File: config.mk
export PLATFORM = sky130hd
export DESIGN_NAME = hash_job_scheduler_flat
export DESIGN_NICKNAME = d
export VERILOG_FILES = /design/src/rtl/hash_job_scheduler_pkg.sv /design/src/rtl/hash_job_scheduler_if.sv /design/src/rtl/hash_tag_pipe.sv /design/src/rtl/hash_job_scheduler.sv /design/src/flat_wrapper.sv
export SDC_FILE = /design/constraint.sdc
export NUM_CORES = 1
export LEC_CHECK = 0
export CAP_MARGIN = 20
export CORE_AREA = 2 2 182 184
export CTS_CLUSTER_DIAMETER = 30
export CTS_CLUSTER_SIZE = 40
export DETAILED_ROUTE_END_ITERATION = 7
export DIE_AREA = 0 0 184 186
export PLACE_DENSITY = 0.76
export SYNTH_ARGS = -nofsm -noshare
export SYNTH_HDL_FRONTEND = slang
export SYNTH_SLANG_ARGS = --single-unit
File: constraint.sdc
create_clock -name clk -period 13.37 [get_ports clk]
set_clock_uncertainty 0.2 [all_clocks]
set_input_delay 3.3425 -clock clk [delete_from_list [all_inputs] [get_ports clk]]
set_output_delay 3.3425 -clock clk [all_outputs]
set_load 0.05 [all_outputs]
File: src/rtl/hash_job_scheduler_pkg.sv
// Shared types and widths for the hash job scheduler: FSM states, bus widths and
// the difficulty-target compare.
package hash_job_scheduler_pkg;

   localparam int unsigned NonceW  = 32;
   localparam int unsigned HashW   = 24;
   localparam int unsigned BlockW  = 96;
   localparam int unsigned TargetW = 8;

   typedef enum logic [2:0] {
      StIdle,
      StLoad,
      StRun,
      StDrain,
      StReport
   } state_e;

   // Only the two upper hash bytes take part in the difficulty test.
   function automatic logic hash_hit(logic [7:0] hi, logic [7:0] mid, logic [TargetW-1:0] target);
      return (hi < target) && (mid < target);
   endfunction

endpackage

File: src/rtl/hash_job_scheduler_if.sv
// Job request, shared-core and result signals of the hash job scheduler.
interface hash_job_scheduler_if;
   import hash_job_scheduler_pkg::*;

   logic [1:0]         job_valid;
   logic [1:0]         job_ready;
   logic [BlockW-1:0]  job_bloque0;
   logic [BlockW-1:0]  job_bloque1;
   logic [TargetW-1:0] job_target0;
   logic [TargetW-1:0] job_target1;
   logic [BlockW-1:0]  core_bloque;
   logic [NonceW-1:0]  core_nonce;
   logic [HashW-1:0]   core_hash;
   logic               res_valid;
   logic               res_id;
   logic               res_found;
   logic [NonceW-1:0]  res_nonce;
   logic [HashW-1:0]   res_hash;
   logic               busy;

   modport master (
      input  job_valid, job_bloque0, job_bloque1, job_target0, job_target1, core_hash,
      output job_ready, core_bloque, core_nonce, res_valid, res_id, res_found, res_nonce,
             res_hash, busy
   );

   modport slave (
      output job_valid, job_bloque0, job_bloque1, job_target0, job_target1, core_hash,
      input  job_ready, core_bloque, core_nonce, res_valid, res_id, res_found, res_nonce,
             res_hash, busy
   );

endinterface

File: src/rtl/hash_tag_pipe.sv
// In-flight tracker: a Depth-deep {valid, nonce} shift register that lines each
// returning core hash up with the nonce that produced it.
module hash_tag_pipe import hash_job_scheduler_pkg::*; #(
   parameter int unsigned Depth = 3
) (
   input  logic              clk,
   input  logic              reset,
   input  logic              flush,
   input  logic              push,
   input  logic [NonceW-1:0] push_nonce,
   output logic              tag_valid,
   output logic [NonceW-1:0] tag_nonce,
   output logic              empty
);

   logic [Depth-1:0]             valid_q;
   logic [Depth-1:0][NonceW-1:0] nonce_q;

   always_ff @(posedge clk or posedge reset) begin
      if (reset) begin
         valid_q <= '0;
         nonce_q <= '0;
      end else begin
         valid_q[0] <= push & ~flush;
         nonce_q[0] <= push_nonce;
         for (int unsigned i = 1; i < Depth; i++) begin
            valid_q[i] <= valid_q[i-1] & ~flush;
            nonce_q[i] <= nonce_q[i-1];
         end
      end
   end

   assign tag_valid = valid_q[Depth-1];
   assign tag_nonce = nonce_q[Depth-1];
   assign empty     = ~|valid_q;

endmodule

File: src/rtl/hash_job_scheduler.sv
// Round-robin nonce-search scheduler for two requesters sharing one fixed-latency
// hash core; reports the first qualifying nonce or search exhaustion.
module hash_job_scheduler import hash_job_scheduler_pkg::*; #(
   parameter int unsigned       HASH_LAT  = 3,
   parameter logic [NonceW-1:0] NONCE_MAX = 32'hFFFF_FFFF
) (
   input logic                  clk,
   input logic                  reset,
   hash_job_scheduler_if.master bus
);

   state_e             state_q;
   logic               rr_q;
   logic               id_q;
   logic [TargetW-1:0] target_q;
   logic [BlockW-1:0]  core_bloque_q;
   logic [NonceW-1:0]  core_nonce_q;
   logic [HashW-1:0]   last_hash_q;
   logic               res_valid_q;
   logic               res_id_q;
   logic               res_found_q;
   logic [NonceW-1:0]  res_nonce_q;
   logic [HashW-1:0]   res_hash_q;

   logic              winner;
   logic [1:0]        grant;
   logic              tag_valid;
   logic              tag_empty;
   logic [NonceW-1:0] tag_nonce;
   logic              match_now;
   logic              push;
   logic              flush;

   always_comb begin
      winner = bus.job_valid[1];
      if (bus.job_valid == 2'b11) winner = rr_q;
   end

   // Ready is offered only while idle so a job is accepted at the end of the IDLE cycle.
   assign grant = (state_q == StIdle && !reset && |bus.job_valid) ? (2'b01 << winner) : 2'b00;

   assign match_now = tag_valid &&
                      hash_hit(bus.core_hash[23:16], bus.core_hash[15:8], target_q);
   assign push      = (state_q == StRun) && !match_now;
   assign flush     = (state_q == StLoad) || match_now;

   hash_tag_pipe #(
      .Depth (HASH_LAT)
   ) u_tag_pipe (
      .clk        (clk),
      .reset      (reset),
      .flush      (flush),
      .push       (push),
      .push_nonce (core_nonce_q),
      .tag_valid  (tag_valid),
      .tag_nonce  (tag_nonce),
      .empty      (tag_empty)
   );

   always_ff @(posedge clk or posedge reset) begin
      if (reset) begin
         state_q       <= StIdle;
         rr_q          <= 1'b0;
         id_q          <= 1'b0;
         target_q      <= '0;
         core_bloque_q <= '0;
         core_nonce_q  <= '0;
         last_hash_q   <= '0;
         res_valid_q   <= 1'b0;
         res_id_q      <= 1'b0;
         res_found_q   <= 1'b0;
         res_nonce_q   <= '0;
         res_hash_q    <= '0;
      end else begin
         res_valid_q <= 1'b0;
         if (tag_valid) last_hash_q <= bus.core_hash;
         unique case (state_q)
            StIdle: begin
               if (|bus.job_valid) begin
                  id_q          <= winner;
                  rr_q          <= ~winner;
                  target_q      <= winner ? bus.job_target1 : bus.job_target0;
                  core_bloque_q <= winner ? bus.job_bloque1 : bus.job_bloque0;
                  state_q       <= StLoad;
               end
            end
            StLoad: begin
               core_nonce_q <= '0;
               state_q      <= StRun;
            end
            StRun, StDrain: begin
               // A returning match takes precedence over reaching the last nonce.
               if (match_now) begin
                  res_valid_q <= 1'b1;
                  res_id_q    <= id_q;
                  res_found_q <= 1'b1;
                  res_nonce_q <= tag_nonce;
                  res_hash_q  <= bus.core_hash;
                  state_q     <= StReport;
               end else if (state_q == StRun) begin
                  if (core_nonce_q == NONCE_MAX) state_q <= StDrain;
                  else core_nonce_q <= core_nonce_q + 32'd1;
               end else if (tag_empty) begin
                  res_valid_q <= 1'b1;
                  res_id_q    <= id_q;
                  res_found_q <= 1'b0;
                  res_nonce_q <= NONCE_MAX;
                  res_hash_q  <= last_hash_q;
                  state_q     <= StReport;
               end
            end
            StReport: state_q <= StIdle;
            default:  state_q <= StIdle;
         endcase
      end
   end

   assign bus.job_ready   = grant;
   assign bus.core_bloque = core_bloque_q;
   assign bus.core_nonce  = core_nonce_q;
   assign bus.res_valid   = res_valid_q;
   assign bus.res_id      = res_id_q;
   assign bus.res_found   = res_found_q;
   assign bus.res_nonce   = res_nonce_q;
   assign bus.res_hash    = res_hash_q;
   assign bus.busy        = (state_q != StIdle);

endmodule

File: src/flat_wrapper.sv
// flat-port wrapper written by rule: the top's interface ports become plain ports
module hash_job_scheduler_flat import hash_job_scheduler_pkg::*;
#(
   parameter int unsigned       HASH_LAT  = 3,
   parameter logic [NonceW-1:0] NONCE_MAX = 32'hFFFF_FFFF
)
  (clk, reset, bus_job_valid, bus_job_bloque0, bus_job_bloque1, bus_job_target0, bus_job_target1, bus_core_hash, bus_job_ready, bus_core_bloque, bus_core_nonce, bus_res_valid, bus_res_id, bus_res_found, bus_res_nonce, bus_res_hash, bus_busy);
  hash_job_scheduler_if bus_i ();
  input logic clk;
  input logic reset;
  input wire logic [$bits(bus_i.job_valid)-1:0] bus_job_valid;
  input wire logic [$bits(bus_i.job_bloque0)-1:0] bus_job_bloque0;
  input wire logic [$bits(bus_i.job_bloque1)-1:0] bus_job_bloque1;
  input wire logic [$bits(bus_i.job_target0)-1:0] bus_job_target0;
  input wire logic [$bits(bus_i.job_target1)-1:0] bus_job_target1;
  input wire logic [$bits(bus_i.core_hash)-1:0] bus_core_hash;
  output wire logic [$bits(bus_i.job_ready)-1:0] bus_job_ready;
  output wire logic [$bits(bus_i.core_bloque)-1:0] bus_core_bloque;
  output wire logic [$bits(bus_i.core_nonce)-1:0] bus_core_nonce;
  output wire logic [$bits(bus_i.res_valid)-1:0] bus_res_valid;
  output wire logic [$bits(bus_i.res_id)-1:0] bus_res_id;
  output wire logic [$bits(bus_i.res_found)-1:0] bus_res_found;
  output wire logic [$bits(bus_i.res_nonce)-1:0] bus_res_nonce;
  output wire logic [$bits(bus_i.res_hash)-1:0] bus_res_hash;
  output wire logic [$bits(bus_i.busy)-1:0] bus_busy;
  assign bus_i.job_valid = bus_job_valid;
  assign bus_i.job_bloque0 = bus_job_bloque0;
  assign bus_i.job_bloque1 = bus_job_bloque1;
  assign bus_i.job_target0 = bus_job_target0;
  assign bus_i.job_target1 = bus_job_target1;
  assign bus_i.core_hash = bus_core_hash;
  assign bus_job_ready = bus_i.job_ready;
  assign bus_core_bloque = bus_i.core_bloque;
  assign bus_core_nonce = bus_i.core_nonce;
  assign bus_res_valid = bus_i.res_valid;
  assign bus_res_id = bus_i.res_id;
  assign bus_res_found = bus_i.res_found;
  assign bus_res_nonce = bus_i.res_nonce;
  assign bus_res_hash = bus_i.res_hash;
  assign bus_busy = bus_i.busy;
  hash_job_scheduler #(.HASH_LAT(HASH_LAT), .NONCE_MAX(NONCE_MAX)) u_core (.clk(clk), .reset(reset), .bus(bus_i));
endmodule
==> run_1/port_nets.png <==
The bar under the picture is 50 µm long.
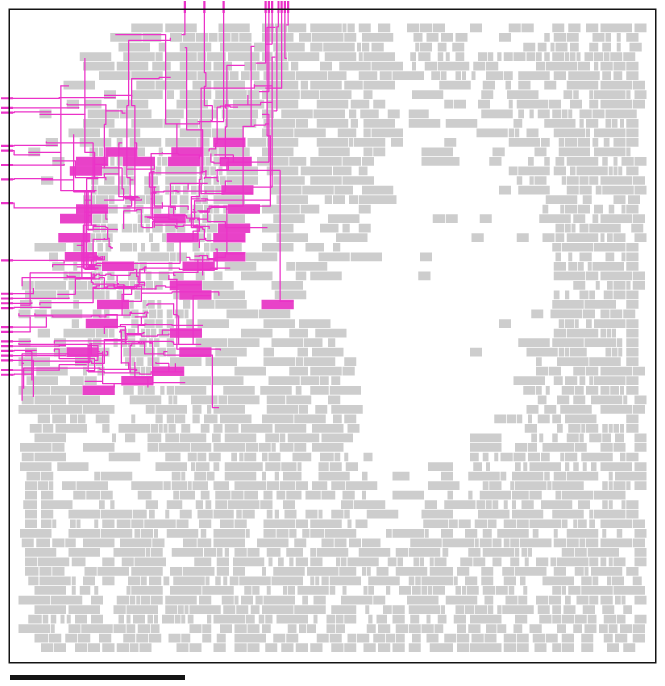
Key: bus_core_nonce = magenta [bits 32, direction output, edge 22 left, 10 top, end cells 32, buffers 32, wire 3080 µm]
PortBufs: 425
boundary pin count: 426

==> run_1/final_placement.png <==
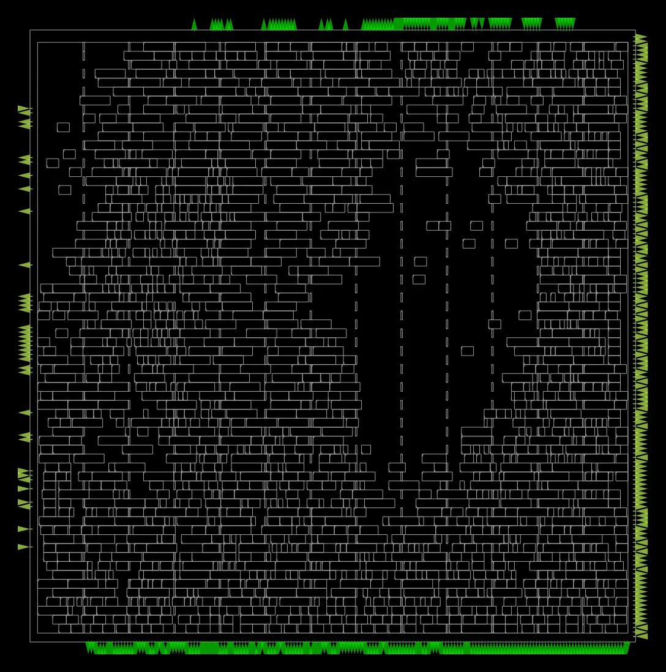
count of fill cells added during filler insertion: 2494
number of well taps: 408
utilization of the core after routing: 62.85%
sequential cell area share: 39.93%

==> run notes, run 1 <==
- **Pins Over Slew Limit** 0
- **sum of negative setup slack** 0 ps
- **grt met3 use** 7.435%
- **H-Tree Depth** 3
- **max-capacitance violation count** 0
- **post-synth tally of flip-flops with integrated enable** 0
- **die outline height** 186 µm
- **1st-iter DRT viols** 972
- **highest routed layer** met4
- **routed wire length on met3** 3673 µm
- **clock tree from TritonCTS** yes
- **largest area contributor in the netlist** sky130_fd_sc_hd__dfrtp_1
- **critical path data required time** 9830 ps
- **worst vdd ir** 0.1450 mV
- **kind of launch point of the worst setup path** input pin
- **unrepaired setup endpoints after global routing** no
- **top cells by count** sky130_fd_sc_hd__dfrtp_1 (323), sky130_fd_sc_hd__nand2_1 (154), sky130_fd_sc_hd__a22oi_1 (106)
- **wire length per cell after detailed routing** 20.90 µm
- **pwr/cell area** 265.1 mW/mm²
- **LEAKAGE** 8.793 nW
- **first-pass GRT wire length** 64930 µm
- **chip area** 0.03422 mm²
- **fraction of the cycle the final worst path needs** 68.15%
- **global-route met1 utilization** 29.27%
- **vias per inst** 5.468
- **part of the Yosys area used for sequential elements** 60.49%
- **Netlist Area Pre-Place** 0.01336 mm²
- **placed cells** 1906
- **nature of the critical path endpoint** output pin
- **starting density of the core** 41.49%
- **top cell type's share of synthesized area** 60.49%
- **tally of nets with antenna violations remaining after routing** 0
- **shortest clock period the worst path allows after layout** 9112 ps
- **Avg Cell Area, Syn** 11.70 µm²
- **number of warnings issued by yosys** 0
- **Final setup viols** 0
- **worst slew margin relative to its limit** 26.57%
- **GR peak layer** met2
- **detailed placer's ending HPWL** 29250 µm
- **Syn Inst Count** 1142
- **post-cts repair resize count** 0
- **Yosys reg bits** 323
- **clock tree buffer depth** 3
- **worst hold-check path type** register to register
- **biggest area cells** sky130_fd_sc_hd__dfrtp_1 (60%), sky130_fd_sc_hd__a22oi_1 (6.0%), sky130_fd_sc_hd__nand2_1 (4.3%)
- **number of remaining DRC errors** 0
- **Async S/R FF share, synth** 100.0%
- **number of hold-repair buffers added at the cts stage** 0
- **met1 layer wirelength in the final routing** 16130 µm
- **amount of wire on met2 after detailed routing** 21180 µm
- **met2 Usage GRT** 40.94%
- **main flop type** sky130_fd_sc_hd__dfrtp_1
- **maximum number of pins on one net before global-route repair** 182
- **Worst Path Max Fanout** 24
- **count leader, synth** sky130_fd_sc_hd__dfrtp_1
- **total core area** 0.03221 mm²
- **cell type with the highest occurrence count on the critical path** sky130_fd_sc_hd__clkdlybuf4s50_1
- **final-stage net count** 1820
- **iteration tally of the first detailed-router pass** 7
- **cell chain of the critical path** clkdlybuf4s50_1, a21boi_4, and3_1, clkdlybuf4s50_1
- **CTS buffer count** 68
- **die x size** 184 µm
- **total gr overflow** 0
- **worst-path cell with the longest stage delay** sky130_fd_sc_hd__clkdlybuf4s50_1
- **Achievable Freq** 0.1097 GHz
- **synthesized chip area reported by yosys** 0.01336 mm²
- **via count of the first global-routing pass** 11338
- **WHS** 141.4 ps
- **max reg flops** 96
- **layout cells sized above 1** 12.87%
- **number of sinks driven by the clock tree** 323
- **result of the run** complete, no violations
- **number of setup buffers added after CTS** 0
- **pin slew with the least headroom to its limit** 1101 ps
- **arrival time worst endpoint** 5570 ps
- **final wirelength** 42650 µm
- **routability congestion estimate** 1.022
- **Hold Vio Cnt, Final** 0
- **number of warnings the tools reported** 30
- **post-synthesis net count** 1393
- **largest stage delay on the critical path** 810 ps
- **root buffer cell** sky130_fd_sc_hd__clkbuf_16
- **Cell variety after synth** 58
- **number of antenna violations at the first check in global routing** 9
- **total global-route track usage** 24.76%
- **filler-free cell count of the finished design** 2041
- **area growth from synthesis to layout** 51.47%
==> run_1/cell_classes.png <==
Fill, decap, tap and diode cells in gray.
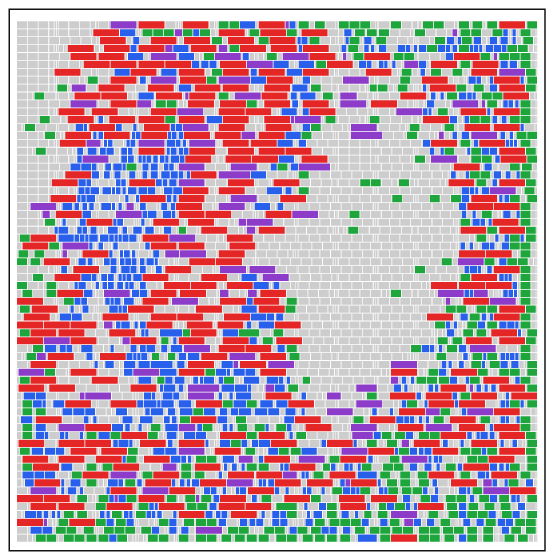
Key: all other logic = blue [cells 738, share of their area 25%]; other buffers and delay cells = green [cells 438, share of their area 22%]; flip-flops = red [cells 323, share of their area 41%]; clock drivers and dummy loads = purple [cells 125, share of their area 12%]
standard-cell row count: 66
final design area excluding fillers: 0.02024 mm²

==> run 1: critical path, delay by kind of cell <==
| kind | cells | cell delay, ps |
|---|---|---|
| AND/OR/NAND/NOR | 1 | 250 |
| AND-OR/OR-AND | 1 | 600 |
| buffers and inverters | 2 | 1380 |
==> run 1: report_power, final <==
| group | internal [mW] | switching [mW] |
|---|---|---|
| clock network | 1.11 | 0.558 |
| logic | 0.755 | 1.50 |
| registers | 1.27 | 0.158 |
| total | 3.14 | 2.22 |
==> run 1: stage by stage <==
step	area [µm²]	power (mW)	setup WS, ps
after CTS	20200	5.401	4280
after global routing	20240	5.613	4195
after global placement	17850	3.638	4357
after detailed placement	17850	3.696	4282
after floorplan	13370	2.929	894.3
final	20240	5.365	4258
==> run 1: final cells by class <==
cell class,count,area [µm²]
inverters,12,48.80
flip-flops and latches,323,8083
diodes,9,22.52
multi-input cells,726,4848
clock buffers,92,1954
fillers,2494,11970
well taps,408,510.5
repair buffers,438,4377
clock inverters,33,396.6
==> run 1: worst paths after layout <==
check,slack [ps],depth (start not counted),from,end
hold reg to reg,140,0,u_core.u_tag_pipe.nonce_q[4]$_DFF_PP0_,u_core.u_tag_pipe.nonce_q[36]$_DFF_PP0_
min in group asynchronous,3340,3,reset,u_core.bus.core_bloque[90]$_DFFE_PP0P_
setup / recovery,4260,4,bus_job_valid[1],bus_job_ready[1]
hold / removal,140,0,u_core.u_tag_pipe.nonce_q[4]$_DFF_PP0_,u_core.u_tag_pipe.nonce_q[36]$_DFF_PP0_
setup reg to reg,10090,7,u_core.bus.core_nonce[0]$_DFFE_PP0P_,u_core.bus.core_nonce[21]$_DFFE_PP0P_
max in group asynchronous,7240,5,reset,u_core.bus.core_nonce[16]$_DFFE_PP0P_
==> run 1: cell usage in the layout (no fill, tap or decap), types with 11 or more instances in the layout <==
cell type and count:
sky130_fd_sc_hd__and3_1 13, sky130_fd_sc_hd__o21ai_0 101, sky130_fd_sc_hd__clkbuf_16 70, sky130_fd_sc_hd__or2b_1 12, sky130_fd_sc_hd__mux2_2 27, sky130_fd_sc_hd__dfrtp_1 323, sky130_fd_sc_hd__nand2b_1 23, sky130_fd_sc_hd__nand3_1 17
sky130_fd_sc_hd__nand4_1 16, sky130_fd_sc_hd__mux2i_1 27, sky130_fd_sc_hd__o21ai_1 37, sky130_fd_sc_hd__clkbuf_8 12, sky130_fd_sc_hd__nor2_1 28, sky130_fd_sc_hd__buf_4 11, sky130_fd_sc_hd__mux2_4 30, sky130_fd_sc_hd__nor3_1 17
sky130_fd_sc_hd__a41oi_1 13, sky130_fd_sc_hd__a22oi_1 106, sky130_fd_sc_hd__ha_1 15, sky130_fd_sc_hd__nand2_1 154, sky130_fd_sc_hd__clkdlybuf4s50_1 425
==> run 1: cell families (layout without fill, tap and decap cells) <==
| group | count (synthesis) | in the layout | synth area share (%) |
|---|---|---|---|
| AND/OR/NAND/NOR | 314 | 314 | 11.53 |
| multiplexers | 84 | 84 | 7.669 |
| buffers and inverters | 93 | 575 | 3.474 |
| adder cells (fa/ha/maj) | 15 | 15 | 1.404 |
| other | 0 | 9 | 0 |
| AND-OR/OR-AND | 313 | 313 | 15.44 |
| flip-flops | 323 | 323 | 60.49 |
==> run 2: changes to the inputs <==
--- a/config.mk
+++ b/config.mk
@@ -6,12 +6,12 @@
 export NUM_CORES = 1
 export LEC_CHECK = 0
 export CAP_MARGIN = 20
-export CORE_AREA = 2 2 182 184
+export CORE_AREA = 2 2 172 174
 export CTS_CLUSTER_DIAMETER = 30
 export CTS_CLUSTER_SIZE = 40
 export DETAILED_ROUTE_END_ITERATION = 7
-export DIE_AREA = 0 0 184 186
-export PLACE_DENSITY = 0.76
+export DIE_AREA = 0 0 174 176
+export PLACE_DENSITY = 0.8
 export SYNTH_ARGS = -nofsm -noshare
 export SYNTH_HDL_FRONTEND = slang
 export SYNTH_SLANG_ARGS = --single-unit
==> constraint.sdc (replaced) <==
create_clock -name clk -period 8.9 [get_ports clk]
set_clock_uncertainty 0.2 [all_clocks]
set_input_delay 2.225 -clock clk [delete_from_list [all_inputs] [get_ports clk]]
set_output_delay 2.225 -clock clk [all_outputs]
set_load 0.05 [all_outputs]
==> run 2 against run 1 <==
Combinational power increased by 52%. Sequential power increased by 51%. Via count grew 0.53%. Global-route usage grew 3.5 points. Largest cell class unchanged. Largest power group unchanged.
==> run notes, run 2 <==
- **synthesized chip area reported by yosys** 0.01336 mm², unchanged
- **maximum number of pins on one net before global-route repair** 104, -43%
- **post-cts repair resize count** 0, unchanged
- **count leader, synth** sky130_fd_sc_hd__dfrtp_1
- **overall power of the completed layout** 8.036 mW, +50%
- **1st-iter DRT viols** 1090, +12%
- **pin slew with the least headroom to its limit** 1011 ps, -90.75 ps
- **number of antenna violations at the first check in global routing** 7, -2
- **Crit Path Category** input pin to output pin
- **number of setup buffers added after CTS** 0, unchanged
- **top cells by count** sky130_fd_sc_hd__dfrtp_1 (323), sky130_fd_sc_hd__nand2_1 (154), sky130_fd_sc_hd__a22oi_1 (106)
- **Final setup viols** 0, unchanged
- **number of sinks driven by the clock tree** 323, unchanged
- **vias after detailed routing** 11220
- **Netlist Area Pre-Place** 0.01336 mm², unchanged
- **Achievable Freq** 0.1452 GHz
- **WHS** 136.2 ps, -5.241 ps
- **arrival time worst endpoint** 4460 ps, -1110 ps
- **vias per inst** 5.590, +2.2%
- **number of warnings the tools reported** 29, -3.3%
- **most frequent logic cell in the layout** sky130_fd_sc_hd__clkdlybuf4s50_1
- **clock tree from TritonCTS** yes
- **Cell variety after synth** 58, unchanged
- **Insertion Delay late pin** 590 ps
- **biggest area cells** sky130_fd_sc_hd__dfrtp_1 (60%), sky130_fd_sc_hd__a22oi_1 (6.0%), sky130_fd_sc_hd__nand2_1 (4.3%)
- **root buffer cell** sky130_fd_sc_hd__clkbuf_16
- **post-synthesis net count** 1393, unchanged
- **total core area** 0.02855 mm², -11%
- **total global-route track usage** 28.27%, +3.5 points
- **worst slew margin relative to its limit** 32.62%, +6.1 points
- **Yosys reg bits** 323, unchanged
- **Pins Over Slew Limit** 0, unchanged
- **critical path data required time** 6480 ps, -3350 ps
- **pwr/cell area** 398.2 mW/mm², +50%
- **shortest clock period the worst path allows after layout** 6887 ps
- **detailed placer's ending HPWL** 30360 µm, +3.8%
- **Syn Inst Count** 1142, unchanged
- **Async S/R FF share, synth** 100.0%, unchanged
- **nature of the critical path endpoint** output pin
- **Avg Cell Area, Syn** 11.70 µm², unchanged
- **Hold Path Depth** 0, unchanged
- **first-pass GRT wire length** 66830 µm, +2.9%
- **chip area** 0.03062 mm², -11%
- **number of hold-repair buffers added at the cts stage** 0, unchanged
- **worst hold-check path type** register to register
- **total gr overflow** 0, unchanged
- **tally of nets with antenna violations remaining after routing** 0, unchanged
- **sum of negative setup slack** 0 ps, unchanged
- **max-capacitance violation count** 0, unchanged
- **top cell type's share of synthesized area** 60.49%, unchanged
- **clock input transition at the sequential cells of the worst setup and hold paths** 60 ps
- **starting density of the core** 46.81%, +5.3 points
- **number of warnings issued by yosys** 0, unchanged
- **iteration tally of the first detailed-router pass** 6, -1
- **max reg flops** 96, unchanged
- **PortBufs** 425, unchanged
- **number of remaining DRC errors** 0, unchanged
- **layout cells sized above 1** 12.93%, +0.064 points
- **clock tree buffer depth** 3, unchanged
- **H-Tree Depth** 2, -1
- **LEAKAGE** 8.782 nW, -0.12%
- **via count of the first global-routing pass** 11474, +1.2%
- **area growth from synthesis to layout** 51.00%
- **result of the run** complete, no violations
- **post-synth tally of flip-flops with integrated enable** 0, unchanged
- **Worst Path Max Fanout** 9, -63%
- **boundary pin count** 426, unchanged
- **kind of launch point of the worst setup path** input pin
- **commonest non-fill, non-tap cells in the layout** sky130_fd_sc_hd__clkdlybuf4s50_1 (425), sky130_fd_sc_hd__dfrtp_1 (323), sky130_fd_sc_hd__nand2_1 (154)
- **number of cells in the yosys synthesis report** 1142
- **fraction of the cycle the final worst path needs** 77.38%
- **standard-cell row count** 62, -6.1%
- **CTS buffer count** 61, -10%
- **Hold Vio Cnt, Final** 0, unchanged
- **part of the Yosys area used for sequential elements** 60.49%, unchanged
- **largest area contributor in the netlist** sky130_fd_sc_hd__dfrtp_1
- **final-stage net count** 1817, -0.16%
- **main flop type** sky130_fd_sc_hd__dfrtp_1
- **unrepaired setup endpoints after global routing** no
- **Worst Reg-to-Reg Cells** 7, unchanged
- **routability congestion estimate** 0.9806, -4.1%
[run 2: final timing paths]
path | startpoint | end | slack, ps
setup / recovery | bus_job_valid[1] | bus_job_ready[1] | 2010
hold / removal | u_core.u_tag_pipe.nonce_q[42]$_DFF_PP0_ | u_core.u_tag_pipe.tag_nonce[10]$_DFF_PP0_ | 140
setup reg to reg | u_core.bus.core_nonce[0]$_DFFE_PP0P_ | u_core.bus.core_nonce[24]$_DFFE_PP0P_ | 5630
hold reg to reg | u_core.u_tag_pipe.nonce_q[42]$_DFF_PP0_ | u_core.u_tag_pipe.tag_nonce[10]$_DFF_PP0_ | 140
min in group asynchronous | reset | u_core.rr_q$_DFFE_PP0P_ | 1900
max in group asynchronous | reset | u_core.u_tag_pipe.tag_nonce[2]$_DFF_PP0_ | 4840
[run 2: power breakdown]
part | internal, mW | switching, mW
Sequential | 1.91 | 0.244
Combinational | 1.14 | 2.29
Clock | 1.62 | 0.828
[run 2: area by class of cell]
type,instances,area (µm²)
multi-input combinational,726,4848
antenna,7,17.52
tap,384,480.5
sequential,323,8083
inverter,12,48.80
fill,1947,8369
timing repair buffer,442,4454
clock inverter,44,629.4
clock buffer,69,1617
[run 2: kinds of logic (layout without fill, tap and decap cells)]
kind of cell             Yosys count  after routing  synth area share, %
other                              0              7                    0
AND-OR/OR-AND                    313            313                15.44
adder cells (fa/ha/maj)           15             15                1.404
buffers and inverters             93            567                3.474
flip-flops                       323            323                60.49
multiplexers                      84             84                7.669
AND/OR/NAND/NOR                  314            314                11.53
[run 2: metrics by stage]
step	util [%]	std cells	worst slack, ps	instance area, µm²
2_1_floorplan	-	1142	-1341	13370
3_3_place_gp	62.39	1883	2137	17810
3_5_place_dp	62.39	1883	2113	17810
4_1_cts	70.26	1996	2070	20060
5_1_grt	70.68	2007	1946	20180
6_report	70.68	2007	2013	20180
[run 2: metal layers]
metal	GRT usage (%)	vias up	routed length, µm
met2	46.80	589	21750
met5	0	-	0
met4	14.81	0	2129
met3	7.795	126	3744
li1	-	5018	-
met1	33.97	5487	16440
[run 2: critical path, stage by stage]
cell and delay, ps:
sky130_fd_sc_hd__clkdlybuf4s50_1 590, sky130_fd_sc_hd__nor2_1 110, sky130_fd_sc_hd__nor2_1 490, sky130_fd_sc_hd__and3_1 250
sky130_fd_sc_hd__clkdlybuf4s50_1 800
==> run_2/wire_density.png <==
The die is cut into 35 by 35 equal tiles; dark blue is low, red is high, scaled to the fullest tile. Values are wire area over tile area, all layers added.
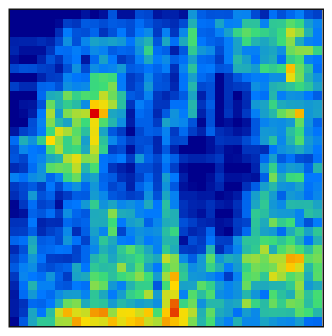
The fullest tile reaches 0.82. 14% of the tiles are over half the peak. The emptiest ninth of the die: middle. 5.6% of the tiles are nearly empty. The mean over all tiles is 0.24.
final wirelength: 44060 µm
wire length per cell after detailed routing: 21.95 µm

==> run_2/pdn.png <==
The bar under the picture is 50 µm long. Pins as bars on the die edge. Tap cells in gray.
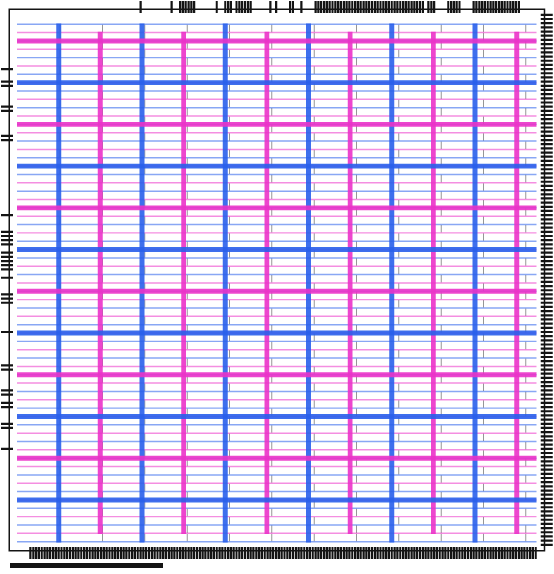
Key: VDD = magenta; VSS = blue
426 signal pins sit on the boundary. The core has 62 rows.
die outline height: 176 µm
die x size: 174 µm
worst vdd ir: 0.2744 mV

==> run 3: changes to the inputs <==
--- a/config.mk
+++ b/config.mk
@@ -6,12 +6,12 @@
 export NUM_CORES = 1
 export LEC_CHECK = 0
 export CAP_MARGIN = 20
-export CORE_AREA = 2 2 172 174
+export CORE_AREA = 2 2 182 184
 export CTS_CLUSTER_DIAMETER = 30
 export CTS_CLUSTER_SIZE = 40
 export DETAILED_ROUTE_END_ITERATION = 7
-export DIE_AREA = 0 0 174 176
-export PLACE_DENSITY = 0.8
+export DIE_AREA = 0 0 184 186
+export PLACE_DENSITY = 0.76
 export SYNTH_ARGS = -nofsm -noshare
 export SYNTH_HDL_FRONTEND = slang
 export SYNTH_SLANG_ARGS = --single-unit
==> constraint.sdc (replaced) <==
create_clock -name clk -period 5.5 [get_ports clk]
set_clock_uncertainty 0.2 [all_clocks]
set_input_delay 1.375 -clock clk [delete_from_list [all_inputs] [get_ports clk]]
set_output_delay 1.375 -clock clk [all_outputs]
set_load 0.05 [all_outputs]
==> run 3 against run 2 <==
Combinational power grew 61%. Critical path type unchanged. Flip-flop count unchanged. Synthesized cell count did not move. Sequential power increased by about 60%.
==> run notes, run 3 <==
- **result of the run** complete, no violations
- **post-synth tally of flip-flops with integrated enable** 0, unchanged
- **number of remaining DRC errors** 0, unchanged
- **max-capacitance violation count** 0, unchanged
- **worst slew margin relative to its limit** 33.67%, +1.1 points
- **Pins Over Slew Limit** 0, unchanged
- **number of cells in the yosys synthesis report** 1142, unchanged
- **fraction of the cycle the final worst path needs** 90.11%
- **register-to-register setup slack** 2270 ps, -3360 ps
- **max reg flops** 96, unchanged
- **maximum number of pins on one net before global-route repair** 165, +59%
- **chip area** 0.03422 mm², +12%
- **final-stage net count** 1824, +0.39%
- **layout cells sized above 1** 13.27%, +0.33 points
- **tally of nets with antenna violations remaining after routing** 0, unchanged
- **total global-route track usage** 24.68%, -3.6 points
- **Final setup viols** 0, unchanged
- **number of sinks driven by the clock tree** 323, unchanged
- **number of setup buffers added after CTS** 0, unchanged
- **Crit Path Category** input pin to output pin
- **sum of negative setup slack** 0 ps, unchanged
- **count of fill cells added during filler insertion** 2451, +26%
- **number of hold-repair buffers added at the cts stage** 0, unchanged
- **Yosys reg bits** 323, unchanged
- **flip-flop and latch area** 0.008083 mm², unchanged
- **number of warnings issued by yosys** 0, unchanged
- **Async S/R FF share, synth** 100.0%, unchanged
- **final design area excluding fillers** 0.02028 mm², +0.53%
- **Achievable Freq** 0.2018 GHz
- **number of antenna violations at the first check in global routing** 7, unchanged
- **main flop type** sky130_fd_sc_hd__dfrtp_1
- **top cell type's share of synthesized area** 60.49%, unchanged
- **shortest clock period the worst path allows after layout** 4956 ps
- **worst hold-check path type** register to register
- **PortBufs** 425, unchanged
- **post-synthesis net count** 1393, unchanged
- **top cells by count** sky130_fd_sc_hd__dfrtp_1 (323), sky130_fd_sc_hd__nand2_1 (154), sky130_fd_sc_hd__a22oi_1 (106)
- **Cell variety after synth** 58, unchanged
- **commonest non-fill, non-tap cells in the layout** sky130_fd_sc_hd__clkdlybuf4s50_1 (424), sky130_fd_sc_hd__dfrtp_1 (323), sky130_fd_sc_hd__nand2_1 (154)
- **vias per inst** 5.407, -3.3%
- **synthesized chip area reported by yosys** 0.01336 mm², unchanged
- **Avg Cell Area, Syn** 11.70 µm², unchanged
- **pwr/cell area** 645.1 mW/mm², +62%
- **total gr overflow** 0, unchanged
- **worst setup slack after placement** 607.1 ps, -1506 ps
- **Syn Inst Count** 1142, unchanged
- **kind of launch point of the worst setup path** input pin
- **via count of the first global-routing pass** 11332, -1.2%
- **iteration tally of the first detailed-router pass** 6, unchanged
- **cell area after placement** 0.01789 mm², +0.42%
- **unrepaired setup endpoints after global routing** no
- **post-cts repair resize count** 0, unchanged
- **largest area contributor in the netlist** sky130_fd_sc_hd__dfrtp_1
- **routability congestion estimate** 0.9079, -7.4%
- **CTS buffer count** 69, +13%
- **clock input transition at the sequential cells of the worst setup and hold paths** 50 ps, about the same
- **root buffer cell** sky130_fd_sc_hd__clkbuf_16
- **most frequent logic cell in the layout** sky130_fd_sc_hd__clkdlybuf4s50_1
- **part of the Yosys area used for sequential elements** 60.49%, unchanged
- **number of warnings the tools reported** 35, +21%
- **Hold Path Depth** 0, unchanged
- **clock tree from TritonCTS** yes
- **Hold Vio Cnt, Final** 0, unchanged
- **count leader, synth** sky130_fd_sc_hd__dfrtp_1
- **starting density of the core** 41.49%, -5.3 points
- **pin slew with the least headroom to its limit** 994.9 ps, -15.75 ps
- **detailed placer's ending HPWL** 29460 µm, -3.0%
- **Worst Reg-to-Reg Cells** 7, unchanged
- **standard-cell row count** 66, +6.5%
- **boundary pin count** 426, unchanged
## run 3: critical path, stage by stage
cell                              delay, ps
sky130_fd_sc_hd__clkdlybuf4s50_1        570
sky130_fd_sc_hd__nor2_1                  90
sky130_fd_sc_hd__or2_4                  330
sky130_fd_sc_hd__nor3_1                 180
sky130_fd_sc_hd__clkdlybuf4s50_1        830
## run 3: worst paths after layout
path / end / startpoint
hold / removal: u_core.u_tag_pipe.nonce_q[58]$_DFF_PP0_ / u_core.u_tag_pipe.nonce_q[26]$_DFF_PP0_
max in group asynchronous: u_core.bus.res_hash[9]$_DFFE_PP0P_ / reset
setup reg to reg: u_core.bus.core_nonce[27]$_DFFE_PP0P_ / u_core.bus.core_nonce[0]$_DFFE_PP0P_
hold reg to reg: u_core.u_tag_pipe.nonce_q[58]$_DFF_PP0_ / u_core.u_tag_pipe.nonce_q[26]$_DFF_PP0_
setup / recovery: bus_job_ready[0] / bus_job_valid[1]
min in group asynchronous: u_core.bus.core_bloque[94]$_DFFE_PP0P_ / reset
## run 3: cells by family after synthesis
family                     Yosys count  share of synthesized area [%]
DFF                                323                          60.49
and+or+nand+nor                    314                          11.53
AOI/OAI and AO/OA                  313                          15.44
buffers and inverters               93                          3.474
muxes                               84                          7.669
adders and majority gates           15                          1.404
## run 3: metrics by stage
step	util (%)	total power [mW]	std cells
2_1_floorplan	-	7.120	1142
3_3_place_gp	55.54	8.866	1910
3_5_place_dp	55.54	8.986	1910
4_1_cts	62.93	13.17	2036
5_1_grt	62.95	13.68	2039
6_report	62.98	13.09	2043
## run 3: power by group
part / switching, mW / internal, mW / total, mW
Sequential: 0.368 / 3.10 / 3.46
Combinational: 3.67 / 1.84 / 5.52
Clock: 1.41 / 2.70 / 4.10
## run 3: metal layers
| layer | wire length [µm] | up-vias | share of wire [%] | track usage, % |
|---|---|---|---|---|
| li1 | - | 5037 | - | - |
| met1 | 16550 | 5437 | 39 | 30.05 |
| met2 | 20640 | 480 | 49 | 41.19 |
| met3 | 3613 | 92 | 8.5 | 6.359 |
| met4 | 1704 | 0 | 4.0 | 11.62 |
| met5 | 0 | - | 0 | 0 |
## run 3: cell type report
class | instances | share of cell area [%]
Timing Repair Buffer | 441 | 21.68
Sequential cell | 323 | 39.85
Clock inverter | 38 | 2.325
Multi-Input combinational cell | 726 | 23.90
Inverter | 12 | 0.2406
Tap cell | 408 | 2.517
Antenna cell | 7 | 0.08636
Clock buffer | 88 | 9.407
==> run_3/pdn.png <==
The bar under the picture is 50 µm long. Pins as bars on the die edge. Tap cells in gray.
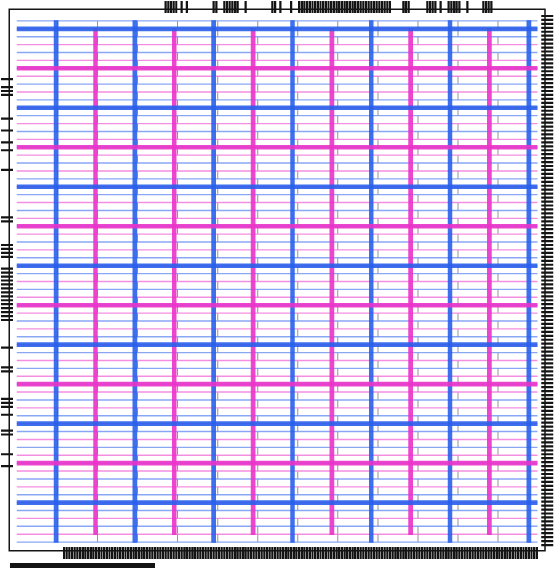
Key: VDD = magenta; VSS = blue
The core has 66 rows. 426 signal pins sit on the boundary.
total core area: 0.03221 mm²
die outline height: 186 µm
worst vdd ir: 0.3769 mV
die x size: 184 µm

==> run_3/wire_density.png <==
The die is cut into 37 by 37 equal tiles; dark blue is low, red is high, scaled to the fullest tile. Values are wire area over tile area, all layers added.
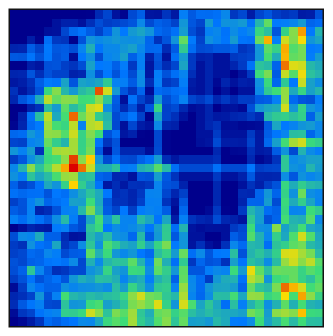
The emptiest ninth of the die: middle. The mean over all tiles is 0.21. 13% of the tiles are over half the peak.
wire length per cell after detailed routing: 20.81 µm
final wirelength: 42520 µm

Power is estimated from default activity; no workload was simulated.
